Metal 1:
The bar under the picture is 20 um long. Supply wires on this layer in gray.
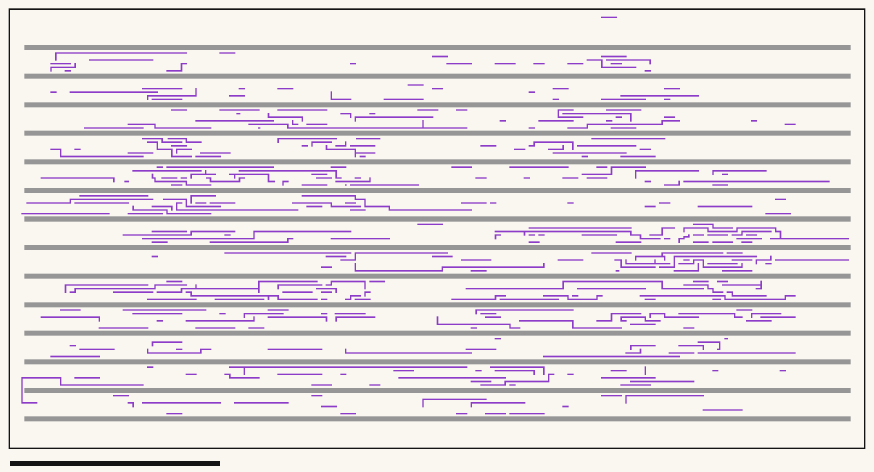
The metal 2 layer:
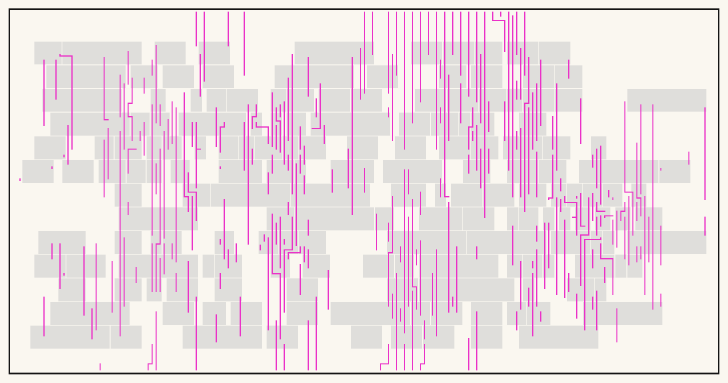
The metal 3 layer:
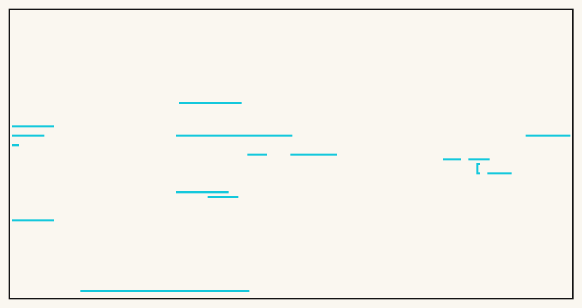
**config.mk**
```make
export PLATFORM = sky130hd
export DESIGN_NAME = hazard_stall_unit
export DESIGN_NICKNAME = d
export VERILOG_FILES = /design/src/rtl/hazard_stall_unit_pkg.sv /design/src/rtl/hazard_stall_unit_sat_counter.sv /design/src/rtl/hazard_stall_unit.sv
export SDC_FILE = /design/constraint.sdc
export NUM_CORES = 1
export LEC_CHECK = 0
export CORE_ASPECT_RATIO = 0.5
export CORE_UTILIZATION = 43
export DETAILED_ROUTE_END_ITERATION = 8
export PLACE_DENSITY = 0.75
export SYNTH_ARGS = -nofsm -noshare
export SYNTH_HDL_FRONTEND = slang
export SYNTH_SLANG_ARGS = --single-unit
```
**constraint.sdc**
```tcl
create_clock -name clk_i -period 5.5 [get_ports clk_i]
set_input_delay 1.1 -clock clk_i [delete_from_list [all_inputs] [get_ports clk_i]]
set_output_delay 1.1 -clock clk_i [all_outputs]
set_load 0.02 [all_outputs]
```
**src/rtl/hazard_stall_unit_pkg.sv**
```systemverilog
// Shared pipeline definitions for the hazard/stall controller: state encoding,
// the register-zero constant and the load-use match helper.
package hazard_stall_unit_pkg;

    typedef enum logic {
        RUN      = 1'b0,
        MEM_WAIT = 1'b1
    } state_t;

    localparam logic [4:0] REG_ZERO = 5'd0;

    // A load in EX whose destination is read by the ID instruction; $0 never matches.
    function automatic logic load_use_hit(
        input logic       ex_mem_read,
        input logic [4:0] ex_rt,
        input logic [4:0] id_rs,
        input logic [4:0] id_rt,
        input logic       id_uses_rt
    );
        logic hit;
        hit = 1'b0;
        if (ex_mem_read && (ex_rt != REG_ZERO)) begin
            hit = (ex_rt == id_rs) || (id_uses_rt && (ex_rt == id_rt));
        end else begin
            hit = 1'b0;
        end
        return hit;
    endfunction

endpackage

```
**src/rtl/hazard_stall_unit_sat_counter.sv**
```systemverilog
// Saturating up-counter with synchronous clear, shared by performance counters.
module sat_counter #(
    parameter int CNT_W = 16
) (
    input  logic             clk,
    input  logic             rst_n,
    input  logic             clear,
    input  logic             inc,
    output logic [CNT_W-1:0] count
);

    // Count up on inc, hold at all-ones instead of wrapping.
    always_ff @(posedge clk or negedge rst_n) begin
        if (!rst_n) begin
            count <= {CNT_W{1'b0}};
        end else if (clear) begin
            count <= {CNT_W{1'b0}};
        end else if (inc && (count != {CNT_W{1'b1}})) begin
            count <= count + CNT_W'(1);
        end else begin
            count <= count;
        end
    end

endmodule

```
**src/rtl/hazard_stall_unit.sv**
```systemverilog
// Load-use bubble, taken-branch flush and data-memory freeze control for the
// 5-stage pipeline, with a memory-access timeout and a stall-cycle counter.
module hazard_stall_unit
    import hazard_stall_unit_pkg::*;
#(
    parameter int MEM_TIMEOUT = 16,
    parameter int CNT_W       = 16
) (
    input  logic             clk_i,
    input  logic             rst_i,
    input  logic [4:0]       IF_ID_Register_Rs,
    input  logic [4:0]       IF_ID_Register_Rt,
    input  logic             IF_ID_Uses_Rt,
    input  logic [4:0]       ID_EX_Register_Rt,
    input  logic             ID_EX_MemRead,
    input  logic             EX_Branch_Taken,
    input  logic             EX_MEM_MemAccess,
    input  logic             Dmem_Ready,
    output logic             PC_Write,
    output logic             IF_ID_Write,
    output logic             IF_ID_Flush,
    output logic             ID_EX_Bubble,
    output logic             Pipe_Freeze,
    output logic             Mem_Error,
    output logic [CNT_W-1:0] Stall_Cycles
);

    localparam int WAIT_W = $clog2(MEM_TIMEOUT + 1);

    state_t              state_r;
    state_t              state_s;
    logic [WAIT_W-1:0]   wait_cnt_r;
    logic [WAIT_W-1:0]   wait_cnt_s;
    logic                mem_error_r;
    logic                mem_error_s;
    logic                abort_r;
    logic                abort_s;
    logic                load_use_s;
    logic                mem_stall_s;
    logic                pc_write_s;
    logic                if_id_write_s;
    logic                if_id_flush_s;
    logic                id_ex_bubble_s;
    logic                pipe_freeze_s;
    logic                stall_inc_s;

    assign load_use_s = load_use_hit(ID_EX_MemRead, ID_EX_Register_Rt,
                                     IF_ID_Register_Rs, IF_ID_Register_Rt,
                                     IF_ID_Uses_Rt);
    // After a timeout the abandoned access is considered done for one cycle.
    assign mem_stall_s = EX_MEM_MemAccess && !Dmem_Ready && !abort_r;

    // State, wait counter, abort marker and sticky error flag.
    always_ff @(posedge clk_i or negedge rst_i) begin
        if (!rst_i) begin
            state_r     <= RUN;
            wait_cnt_r  <= {WAIT_W{1'b0}};
            mem_error_r <= 1'b0;
            abort_r     <= 1'b0;
        end else begin
            state_r     <= state_s;
            wait_cnt_r  <= wait_cnt_s;
            mem_error_r <= mem_error_s;
            abort_r     <= abort_s;
        end
    end

    // Next-state and hazard controls, in priority order within RUN.
    always_comb begin
        state_s        = state_r;
        wait_cnt_s     = wait_cnt_r;
        mem_error_s    = mem_error_r;
        abort_s        = 1'b0;
        pc_write_s     = 1'b1;
        if_id_write_s  = 1'b1;
        if_id_flush_s  = 1'b0;
        id_ex_bubble_s = 1'b0;
        pipe_freeze_s  = 1'b0;
        case (state_r)
            RUN: begin
                if (mem_stall_s) begin
                    pipe_freeze_s = 1'b1;
                    pc_write_s    = 1'b0;
                    if_id_write_s = 1'b0;
                    state_s       = MEM_WAIT;
                    wait_cnt_s    = WAIT_W'(1);
                end else if (EX_Branch_Taken) begin
                    if_id_flush_s  = 1'b1;
                    id_ex_bubble_s = 1'b1;
                end else if (load_use_s) begin
                    pc_write_s     = 1'b0;
                    if_id_write_s  = 1'b0;
                    id_ex_bubble_s = 1'b1;
                end else begin
                    state_s = RUN;
                end
            end
            MEM_WAIT: begin
                pipe_freeze_s = 1'b1;
                pc_write_s    = 1'b0;
                if_id_write_s = 1'b0;
                if (Dmem_Ready) begin
                    state_s    = RUN;
                    wait_cnt_s = {WAIT_W{1'b0}};
                end else if (wait_cnt_r == WAIT_W'(MEM_TIMEOUT)) begin
                    state_s     = RUN;
                    wait_cnt_s  = {WAIT_W{1'b0}};
                    mem_error_s = 1'b1;
                    abort_s     = 1'b1;
                end else begin
                    wait_cnt_s = wait_cnt_r + WAIT_W'(1);
                end
            end
            default: begin
                state_s    = RUN;
                wait_cnt_s = {WAIT_W{1'b0}};
            end
        endcase
    end

    // During reset the pipeline is released rather than held by stale inputs.
    assign PC_Write     = rst_i ? pc_write_s     : 1'b1;
    assign IF_ID_Write  = rst_i ? if_id_write_s  : 1'b1;
    assign IF_ID_Flush  = rst_i ? if_id_flush_s  : 1'b0;
    assign ID_EX_Bubble = rst_i ? id_ex_bubble_s : 1'b0;
    assign Pipe_Freeze  = rst_i ? pipe_freeze_s  : 1'b0;
    assign Mem_Error    = mem_error_r;

    assign stall_inc_s = !PC_Write || Pipe_Freeze;

    sat_counter #(
        .CNT_W (CNT_W)
    ) u_stall_cnt (
        .clk   (clk_i),
        .rst_n (rst_i),
        .clear (1'b0),
        .inc   (stall_inc_s),
        .count (Stall_Cycles)
    );

endmodule

```
==> deck_impl_summary.md <==
Implementation Results

Outcome
  • Status: finished, final reports clean

Clock tree
  • H-tree levels: 1

Critical path
  • Reg2reg start: abort_r$_DFF_PN0_
  • Critical path, cell by cell: clkdlybuf4s50_1 -> or4_1 -> o21ai_2 -> or3b_4 -> o21bai_4 -> inv_1 -> clkdlybuf4s50_1
  • WP depth: 7
  • Worst path required time: between 4 and 5 ns
  • Worst Setup EP: PC_Write

Die
  • Well Taps: 37
  • Die height: 41.7 um
  • I/O Pins: 44

Cells and area
  • MI comb cells: slightly below 100
  • Fraction of area in multi-input gates: a little under two fifths
  • Most flops, register: u_stall_cnt.count
  • Register Area: 601 sq um
  • Logic area: 707 sq um
  • Seq area share: 32.0%

Synth
  • Post-Syn Area: 1350 sq um
  • Area leader share: roughly 44%
  • Yosys top cell by instances: dfrtp_1
  • Total number of yosys warnings: 0
  • Leading area contributor after synthesis: dfrtp_1
  • Synth top cells by count: dfrtp_1 (24), xnor2_1 (16), xor2_1 (10), and3_1 (9), nand3_1 (9)
  • Synth cell types: 34
  • Yosys reg bits: 24

Min path
  • Min-delay src: state_r$_DFF_PN0_

Placement
  • Place WS: between 1 and 1.5 ns
  • Post-DP HPWL: between 2000 and 2500 um

Drt
  • Routed Antenna Nets: 0
  • M1 WL: roughly 1300 um
  • Residual DRC: 0
  • Drt wl/cell: 13.5 um
  • DR iter-0 viols: approximately 52

Job
  • MaxCap Viol Count: 0

Timing
  • Final setup violation count: 0
  • RSZ-0062 raised after global routing: no

Power and ir drop
  • Pleak: 0.000810 uW
About 'metal 1':
nets with wire on the layer	175
wire length on this layer	1290 um
share of all routed wire	45%
longest straight run	22.5 um
met1 usage: 23.4%
final wirelength: 2840 um
routed via count: 1099

About 'the metal 2 layer':
wire length on this layer	1430 um
share of all routed wire	50%
longest straight run	23.6 um
main direction	vertical
nets with wire on the layer	176
routing usage on met2: 33.2%

About 'the metal 3 layer':
longest straight run	24.1 um
main direction	horizontal
M3 GR Usage: 4.62%

[placed cells by master (no fill, tap or decap), types with 4 or more instances in the layout]
cell,instances
o21ai_0,6
clkdlybuf4s50_1,43
nor2_1,7
and3_1,9
nand4_1,6
dfrtp_1,24
xor2_1,10
xnor2_1,16
nand2_1,7
inv_1,4
nand3_1,9
[power by group]
part           total [uW]  leakage [uW]  switching, uW  internal (uW)
Combinational         171      0.000452           80.7           90.1
Sequential            231      0.000322           29.4            201
Clock                 154     0.0000357           56.8           97.3
[kinds of logic (layout without fill, tap and decap cells)]
group	count (synthesis)	in the layout	synth area share [%]
compound gates	14	14	7.59
xor+xnor	26	26	16.8
fa+ha+maj	3	3	2.78
buf+inv	7	52	3.33
flops	24	24	44.4
mux	1	1	1.11
simple gates	53	53	24.0
Power figures rest on the tool's default switching activity, not on a simulated workload.
